==> src/rtl/plab5_mcore_mem_req_xbar_tdm_if.sv <==
`default_nettype none
// ============================================================================
// plab5_mcore_mem_req_xbar_tdm_if : request-side and bank-side bundle of the TDM request crossbar
// Rev 1.0
// ============================================================================
interface plab5_mcore_mem_req_xbar_tdm_if #(
  parameter int p_num_ports = 4,
  parameter int p_rq_nbits  = 77,
  parameter int p_sd_nbits  = 1,
  parameter int p_src_nbits = 2
);
  logic [p_num_ports*p_rq_nbits-1:0]  in_msg;
  logic [p_num_ports*p_sd_nbits-1:0]  in_sd;
  logic [p_num_ports-1:0]             in_val;
  logic [p_num_ports-1:0]             in_rdy;
  logic [p_num_ports*p_rq_nbits-1:0]  out_msg;
  logic [p_num_ports*p_sd_nbits-1:0]  out_sd;
  logic [p_num_ports*p_src_nbits-1:0] out_src;
  logic [p_num_ports-1:0]             out_val;
  logic [p_num_ports-1:0]             out_rdy;
  logic [p_sd_nbits-1:0]              cur_sd;
  logic                               epoch_dead;

  modport master (
    output in_msg, in_sd, in_val, out_rdy,
    input  in_rdy, out_msg, out_sd, out_src, out_val, cur_sd, epoch_dead
  );

  modport slave (
    input  in_msg, in_sd, in_val, out_rdy,
    output in_rdy, out_msg, out_sd, out_src, out_val, cur_sd, epoch_dead
  );
endinterface
`default_nettype wire

==> src/rtl/plab5_mcore_mem_req_xbar_tdm.sv <==
`default_nettype none
// ============================================================================
// plab5_mcore_mem_req_xbar_tdm : N-port memory-request crossbar with per-input FIFOs,
// per-output round-robin arbitration and time-division security-domain epochs
// Rev 1.0
// ============================================================================
module plab5_mcore_mem_req_xbar_tdm #(
  parameter int p_mem_opaque_nbits = 8,
  parameter int p_mem_addr_nbits   = 32,
  parameter int p_mem_data_nbits   = 32,
  parameter int p_num_ports        = 4,
  parameter int p_num_domains      = 2,
  parameter int p_fifo_depth       = 2,
  parameter int p_epoch_cycles     = 64,
  parameter int p_dead_cycles      = 4,
  parameter int p_bank_lsb         = p_mem_data_nbits + 6,
  parameter bit p_single_bank      = 1'b0
) (
  input  logic                                 clk,
  input  logic                                 reset,
  plab5_mcore_mem_req_xbar_tdm_if.slave        bus
);
  localparam int c_rq  = 3 + p_mem_opaque_nbits + p_mem_addr_nbits
                         + $clog2(p_mem_data_nbits / 8) + p_mem_data_nbits;
  localparam int c_ns  = $clog2(p_num_ports);
  localparam int c_sdw = (p_num_domains > 1) ? $clog2(p_num_domains) : 1;
  localparam int c_aw  = $clog2(p_fifo_depth);
  localparam int c_cw  = c_aw + 1;
  localparam int c_ew  = (p_epoch_cycles > 1) ? $clog2(p_epoch_cycles) : 1;

  logic [c_rq-1:0]        fifo_msg_q [p_num_ports][p_fifo_depth];
  logic [c_rq-1:0]        fifo_msg_d [p_num_ports][p_fifo_depth];
  logic [c_sdw-1:0]       fifo_sd_q  [p_num_ports][p_fifo_depth];
  logic [c_sdw-1:0]       fifo_sd_d  [p_num_ports][p_fifo_depth];
  logic [c_aw-1:0]        wr_ptr_q [p_num_ports];
  logic [c_aw-1:0]        wr_ptr_d [p_num_ports];
  logic [c_aw-1:0]        rd_ptr_q [p_num_ports];
  logic [c_aw-1:0]        rd_ptr_d [p_num_ports];
  logic [c_cw-1:0]        cnt_q    [p_num_ports];
  logic [c_cw-1:0]        cnt_d    [p_num_ports];

  logic [p_num_ports-1:0] out_val_q, out_val_d;
  logic [c_rq-1:0]        out_msg_q [p_num_ports];
  logic [c_rq-1:0]        out_msg_d [p_num_ports];
  logic [c_sdw-1:0]       out_sd_q  [p_num_ports];
  logic [c_sdw-1:0]       out_sd_d  [p_num_ports];
  logic [c_ns-1:0]        out_src_q [p_num_ports];
  logic [c_ns-1:0]        out_src_d [p_num_ports];
  logic [c_ns-1:0]        rr_ptr_q  [p_num_ports];
  logic [c_ns-1:0]        rr_ptr_d  [p_num_ports];

  logic [c_ew-1:0]        ecnt_q, ecnt_d;
  logic [c_sdw-1:0]       cur_sd_q, cur_sd_d;
  logic                   epoch_dead;

  logic [c_rq-1:0]        head_msg [p_num_ports];
  logic [c_sdw-1:0]       head_sd  [p_num_ports];
  logic [c_ns-1:0]        dest     [p_num_ports];
  logic [c_ns-1:0]        win      [p_num_ports];
  logic [p_num_ports-1:0] head_val, in_rdy_w, enq, deq, grant, can_load;

  // Signed compare so an illegal dead window >= epoch length reads as permanently dead.
  assign epoch_dead = (int'(ecnt_q) >= (p_epoch_cycles - p_dead_cycles));

  always_comb begin
    for (int i = 0; i < p_num_ports; i++) begin
      head_msg[i] = fifo_msg_q[i][rd_ptr_q[i]];
      head_sd[i]  = fifo_sd_q[i][rd_ptr_q[i]];
      head_val[i] = (cnt_q[i] != '0);
      in_rdy_w[i] = (cnt_q[i] != c_cw'(p_fifo_depth));
      enq[i]      = bus.in_val[i] & in_rdy_w[i];
      dest[i]     = p_single_bank ? '0 : head_msg[i][p_bank_lsb +: c_ns];
    end
  end

  always_comb begin
    logic [c_ns-1:0] idx;
    idx      = '0;
    grant    = '0;
    deq      = '0;
    can_load = '0;
    for (int j = 0; j < p_num_ports; j++) begin
      win[j]      = rr_ptr_q[j];
      can_load[j] = !out_val_q[j] || bus.out_rdy[j];
      for (int k = 0; k < p_num_ports; k++) begin
        idx = rr_ptr_q[j] + c_ns'(k);
        if (!grant[j] && can_load[j] && !epoch_dead && head_val[idx] &&
            (dest[idx] == c_ns'(j)) && (head_sd[idx] == cur_sd_q)) begin
          grant[j] = 1'b1;
          win[j]   = idx;
        end
      end
      if (grant[j]) deq[win[j]] = 1'b1;
    end
  end

  always_comb begin
    fifo_msg_d = fifo_msg_q;
    fifo_sd_d  = fifo_sd_q;
    for (int i = 0; i < p_num_ports; i++) begin
      wr_ptr_d[i] = wr_ptr_q[i] + c_aw'(enq[i]);
      rd_ptr_d[i] = rd_ptr_q[i] + c_aw'(deq[i]);
      cnt_d[i]    = cnt_q[i] + c_cw'(enq[i]) - c_cw'(deq[i]);
      if (enq[i]) begin
        fifo_msg_d[i][wr_ptr_q[i]] = bus.in_msg[i*c_rq +: c_rq];
        fifo_sd_d[i][wr_ptr_q[i]]  = bus.in_sd[i*c_sdw +: c_sdw];
      end
    end
  end

  always_comb begin
    out_val_d = '0;
    for (int j = 0; j < p_num_ports; j++) begin
      out_msg_d[j] = out_msg_q[j];
      out_sd_d[j]  = out_sd_q[j];
      out_src_d[j] = out_src_q[j];
      rr_ptr_d[j]  = rr_ptr_q[j];
      if (grant[j]) begin
        out_val_d[j] = 1'b1;
        out_msg_d[j] = head_msg[win[j]];
        out_sd_d[j]  = head_sd[win[j]];
        out_src_d[j] = win[j];
        rr_ptr_d[j]  = win[j] + 1'b1;
      end else begin
        out_val_d[j] = out_val_q[j] && !bus.out_rdy[j];
      end
    end
  end

  always_comb begin
    ecnt_d   = ecnt_q + 1'b1;
    cur_sd_d = cur_sd_q;
    if (ecnt_q == c_ew'(p_epoch_cycles - 1)) begin
      ecnt_d   = '0;
      cur_sd_d = (cur_sd_q == c_sdw'(p_num_domains - 1)) ? '0 : cur_sd_q + 1'b1;
    end
  end

  always_ff @(posedge clk or posedge reset) begin
    if (reset) begin
      for (int i = 0; i < p_num_ports; i++) begin
        for (int e = 0; e < p_fifo_depth; e++) begin
          fifo_msg_q[i][e] <= '0;
          fifo_sd_q[i][e]  <= '0;
        end
        wr_ptr_q[i]  <= '0;
        rd_ptr_q[i]  <= '0;
        cnt_q[i]     <= '0;
        out_msg_q[i] <= '0;
        out_sd_q[i]  <= '0;
        out_src_q[i] <= '0;
        rr_ptr_q[i]  <= '0;
      end
      out_val_q <= '0;
      ecnt_q    <= '0;
      cur_sd_q  <= '0;
    end else begin
      fifo_msg_q <= fifo_msg_d;
      fifo_sd_q  <= fifo_sd_d;
      wr_ptr_q   <= wr_ptr_d;
      rd_ptr_q   <= rd_ptr_d;
      cnt_q      <= cnt_d;
      out_msg_q  <= out_msg_d;
      out_sd_q   <= out_sd_d;
      out_src_q  <= out_src_d;
      rr_ptr_q   <= rr_ptr_d;
      out_val_q  <= out_val_d;
      ecnt_q     <= ecnt_d;
      cur_sd_q   <= cur_sd_d;
    end
  end

  for (genvar j = 0; j < p_num_ports; j++) begin : g_out
    assign bus.out_msg[j*c_rq +: c_rq]   = out_msg_q[j];
    assign bus.out_sd[j*c_sdw +: c_sdw]  = out_sd_q[j];
    assign bus.out_src[j*c_ns +: c_ns]   = out_src_q[j];
  end

  assign bus.out_val    = out_val_q;
  assign bus.in_rdy     = in_rdy_w;
  assign bus.cur_sd     = cur_sd_q;
  assign bus.epoch_dead = epoch_dead;

endmodule
`default_nettype wire

==> src/flat_wrapper.sv <==
// flat-port wrapper written by rule: the top's interface ports become plain ports
module plab5_mcore_mem_req_xbar_tdm_flat 
#(
  parameter int p_mem_opaque_nbits = 8,
  parameter int p_mem_addr_nbits   = 32,
  parameter int p_mem_data_nbits   = 32,
  parameter int p_num_ports        = 4,
  parameter int p_num_domains      = 2,
  parameter int p_fifo_depth       = 2,
  parameter int p_epoch_cycles     = 64,
  parameter int p_dead_cycles      = 4,
  parameter int p_bank_lsb         = p_mem_data_nbits + 6,
  parameter bit p_single_bank      = 1'b0
)
  (clk, reset, bus_in_msg, bus_in_sd, bus_in_val, bus_out_rdy, bus_in_rdy, bus_out_msg, bus_out_sd, bus_out_src, bus_out_val, bus_cur_sd, bus_epoch_dead);
  plab5_mcore_mem_req_xbar_tdm_if #(.p_num_ports(p_num_ports), .p_rq_nbits((77)), .p_sd_nbits((1)), .p_src_nbits((2))) bus_i ();
  input  logic clk;
  input  logic reset;
  input wire logic [$bits(bus_i.in_msg)-1:0] bus_in_msg;
  input wire logic [$bits(bus_i.in_sd)-1:0] bus_in_sd;
  input wire logic [$bits(bus_i.in_val)-1:0] bus_in_val;
  input wire logic [$bits(bus_i.out_rdy)-1:0] bus_out_rdy;
  output wire logic [$bits(bus_i.in_rdy)-1:0] bus_in_rdy;
  output wire logic [$bits(bus_i.out_msg)-1:0] bus_out_msg;
  output wire logic [$bits(bus_i.out_sd)-1:0] bus_out_sd;
  output wire logic [$bits(bus_i.out_src)-1:0] bus_out_src;
  output wire logic [$bits(bus_i.out_val)-1:0] bus_out_val;
  output wire logic [$bits(bus_i.cur_sd)-1:0] bus_cur_sd;
  output wire logic [$bits(bus_i.epoch_dead)-1:0] bus_epoch_dead;
  assign bus_i.in_msg = bus_in_msg;
  assign bus_i.in_sd = bus_in_sd;
  assign bus_i.in_val = bus_in_val;
  assign bus_i.out_rdy = bus_out_rdy;
  assign bus_in_rdy = bus_i.in_rdy;
  assign bus_out_msg = bus_i.out_msg;
  assign bus_out_sd = bus_i.out_sd;
  assign bus_out_src = bus_i.out_src;
  assign bus_out_val = bus_i.out_val;
  assign bus_cur_sd = bus_i.cur_sd;
  assign bus_epoch_dead = bus_i.epoch_dead;
  plab5_mcore_mem_req_xbar_tdm #(.p_mem_opaque_nbits(p_mem_opaque_nbits), .p_mem_addr_nbits(p_mem_addr_nbits), .p_mem_data_nbits(p_mem_data_nbits), .p_num_ports(p_num_ports), .p_num_domains(p_num_domains), .p_fifo_depth(p_fifo_depth), .p_epoch_cycles(p_epoch_cycles), .p_dead_cycles(p_dead_cycles), .p_bank_lsb(p_bank_lsb), .p_single_bank(p_single_bank)) u_core (.clk(clk), .reset(reset), .bus(bus_i));
endmodule
==> config.mk <==
export PLATFORM = sky130hd
export DESIGN_NAME = plab5_mcore_mem_req_xbar_tdm_flat
export DESIGN_NICKNAME = d
export VERILOG_FILES = /design/src/rtl/plab5_mcore_mem_req_xbar_tdm_if.sv /design/src/rtl/plab5_mcore_mem_req_xbar_tdm.sv /design/src/flat_wrapper.sv
export SDC_FILE = /design/constraint.sdc
export NUM_CORES = 2
export LEC_CHECK = 0
export CAP_MARGIN = 10
export CORE_MARGIN = 1
export CORE_UTILIZATION = 35
export CTS_BUF_LIST = sky130_fd_sc_hd__clkbuf_8 sky130_fd_sc_hd__clkbuf_16
export DETAILED_ROUTE_END_ITERATION = 6
export PLACE_DENSITY = 0.57
export SLEW_MARGIN = 40
export SYNTH_ARGS = -nofsm -noshare
export SYNTH_HDL_FRONTEND = slang
export SYNTH_SLANG_ARGS = --single-unit
==> constraint.sdc <==
create_clock -name clk -period 38.1 [get_ports clk]
set_clock_uncertainty 0.1 [all_clocks]
set_input_delay 7.62 -clock clk [delete_from_list [all_inputs] [get_ports clk]]
set_output_delay 7.62 -clock clk [all_outputs]
set_load 0.02 [all_outputs]
Figure 1. Signal metal coverage by tile.
Scale bar: 100 µm. The die is cut into 38 by 38 equal tiles; dark blue is low, red is high, scaled to the fullest tile. Values are wire area over tile area, all layers added.
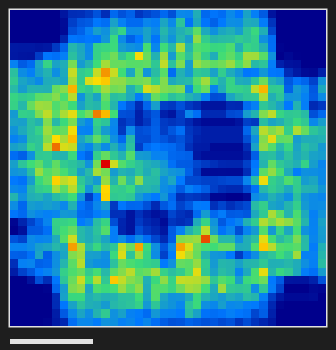
- fullest tile: 0.67
- mean over tiles: 0.22
- tiles over half the peak: 18%
- nearly empty tiles: 8.4%

==> reports/qor.txt <==
status = completed
Placement Cell Area = 58,640 µm²
Data required, critical path = 38.69 ns
worst reg2reg endpoint = u_core.cnt_q[5]
Worst setup SP type = input pin
Top reg by flops = u_core.fifo_msg_q
Hold Path Sink = u_core.bus.out_msg[193]
Reg2Reg Depth = 17
gr busiest metal = met2
Synth Net Count = 4,717
yosys cell count = 4,370
dominant register cell = dfrtp_1
Slowest cell on crit path = xnor2_4
First DRT Iteration DRCs = 3,142
first-pass GRT wire length = 280,300 µm
largest net degree at the start of global routing = 147
period utilization = 29.55%
syn avg cell area = 11.53 µm²
routed wl met2 = 86,280 µm
OpenROAD warning count = 44
Root Buffer = clkbuf_16
Placement Rows = 138
Post-Synthesis Cell Area = 50,400 µm²
Inserted Clock Buffers = 115
Vert. Die Dim = 381.5 µm
Critical path buffers and inverters = 3
Synth Seq Share = 48.60%
# Max-Cap Violations = 0
reg2reg start = u_core.rd_ptr_q[0]
PortBufs = 651
Inst Count DP = 6,609
met3 wire length = 15,320 µm
Worst Hold Class = flop to flop
final max-slew violation count = 0
GRT met1 Usage = 36.52%
CP Cell Sequence = clkdlybuf4s50_1 -> nand2b_1 -> and2_1 -> and4_1 -> o221ai_2 -> xnor2_4 -> clkinv_8 -> ha_1 -> a2bb2oi_1 -> o221ai_2 -> ha_1 -> inv_1 -> ha_1 -> xnor2_1 -> xnor2_1
Clock Pin Slew Worst Setup and Hold Paths = 0.06 ns
vias in the first global route = 39,440
most common cell in the netlist = dfrtp_1
Figure 2. The metal 3 layer.
Scale bar: 100 µm.
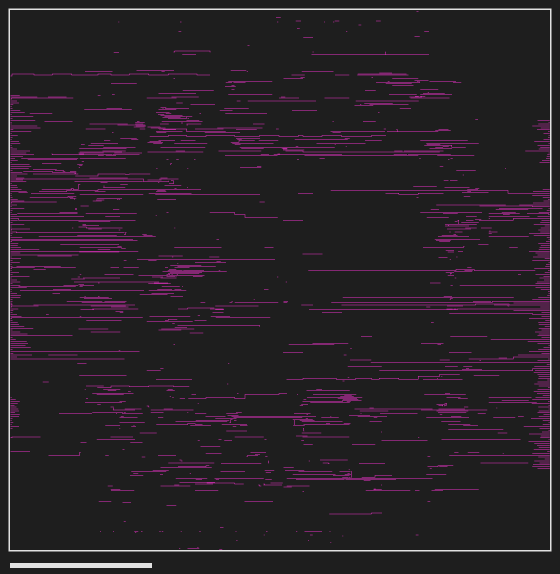
- wire length on this layer: 15,300 µm
- share of all routed wire: 8.0%
- main direction: horizontal
- nets with wire on the layer: 648
- longest straight run: 126 µm

-- how the worst max path moves through the flow --
stage,from,end,slack [ns],cells past startpoint
2_1_floorplan,reset,u_core.bus.cur_sd,2.84,1
3_3_place_gp,bus_out_rdy[0],u_core.cnt_q[1],25.90,13
3_5_place_dp,bus_out_rdy[0],u_core.cnt_q[1],26.30,13
4_1_cts,bus_out_rdy[0],u_core.cnt_q[1],27.12,13
5_1_grt,bus_out_rdy[2],u_core.cnt_q[5],26.62,15
6_report,bus_out_rdy[2],u_core.cnt_q[5],26.84,15
-- area by class of cell --
cell class | count | area (µm²)
antenna | 10 | 25.02
clock buffer | 140 | 3233
clock inverter | 76 | 913.4
fill | 13350 | 79310
inverter | 31 | 141.4
multi-input combinational | 2984 | 24370
sequential | 979 | 24510
tap | 1890 | 2365
timing repair buffer | 731 | 7407
-- cells in the final DEF, fill, tap and decap left out, drive strengths merged, types with 3 or more instances in the layout --
cell type	n
clkbuf	140
nor3	13
a31oi	76
clkdlybuf4s50	651
mux2	921
nand3b	9
ha	25
buf	80
nand4	4
a21oi	16
o22a	4
xor2	20
clkinvlp	8
clkinv	31
or3b	3
a21o	17
xnor2	21
o21ai	253
o211ai	214
mux4	33
a2bb2oi	4
o22ai	6
o21a	4
nand2	437
diode	10
inv	51
or3	121
nand3	51
o221ai	156
nor2b	3
bufinv	17
o2111ai	15
and3	3
and2	12
nand2b	11
mux2i	295
nor2	209
dfrtp	979
nor3b	9
-- metrics by stage --
step	setup WS (ns)
final	26.84
after global placement	25.90
after floorplan	2.839
after CTS	27.12
after detailed placement	26.30
after global routing	26.62
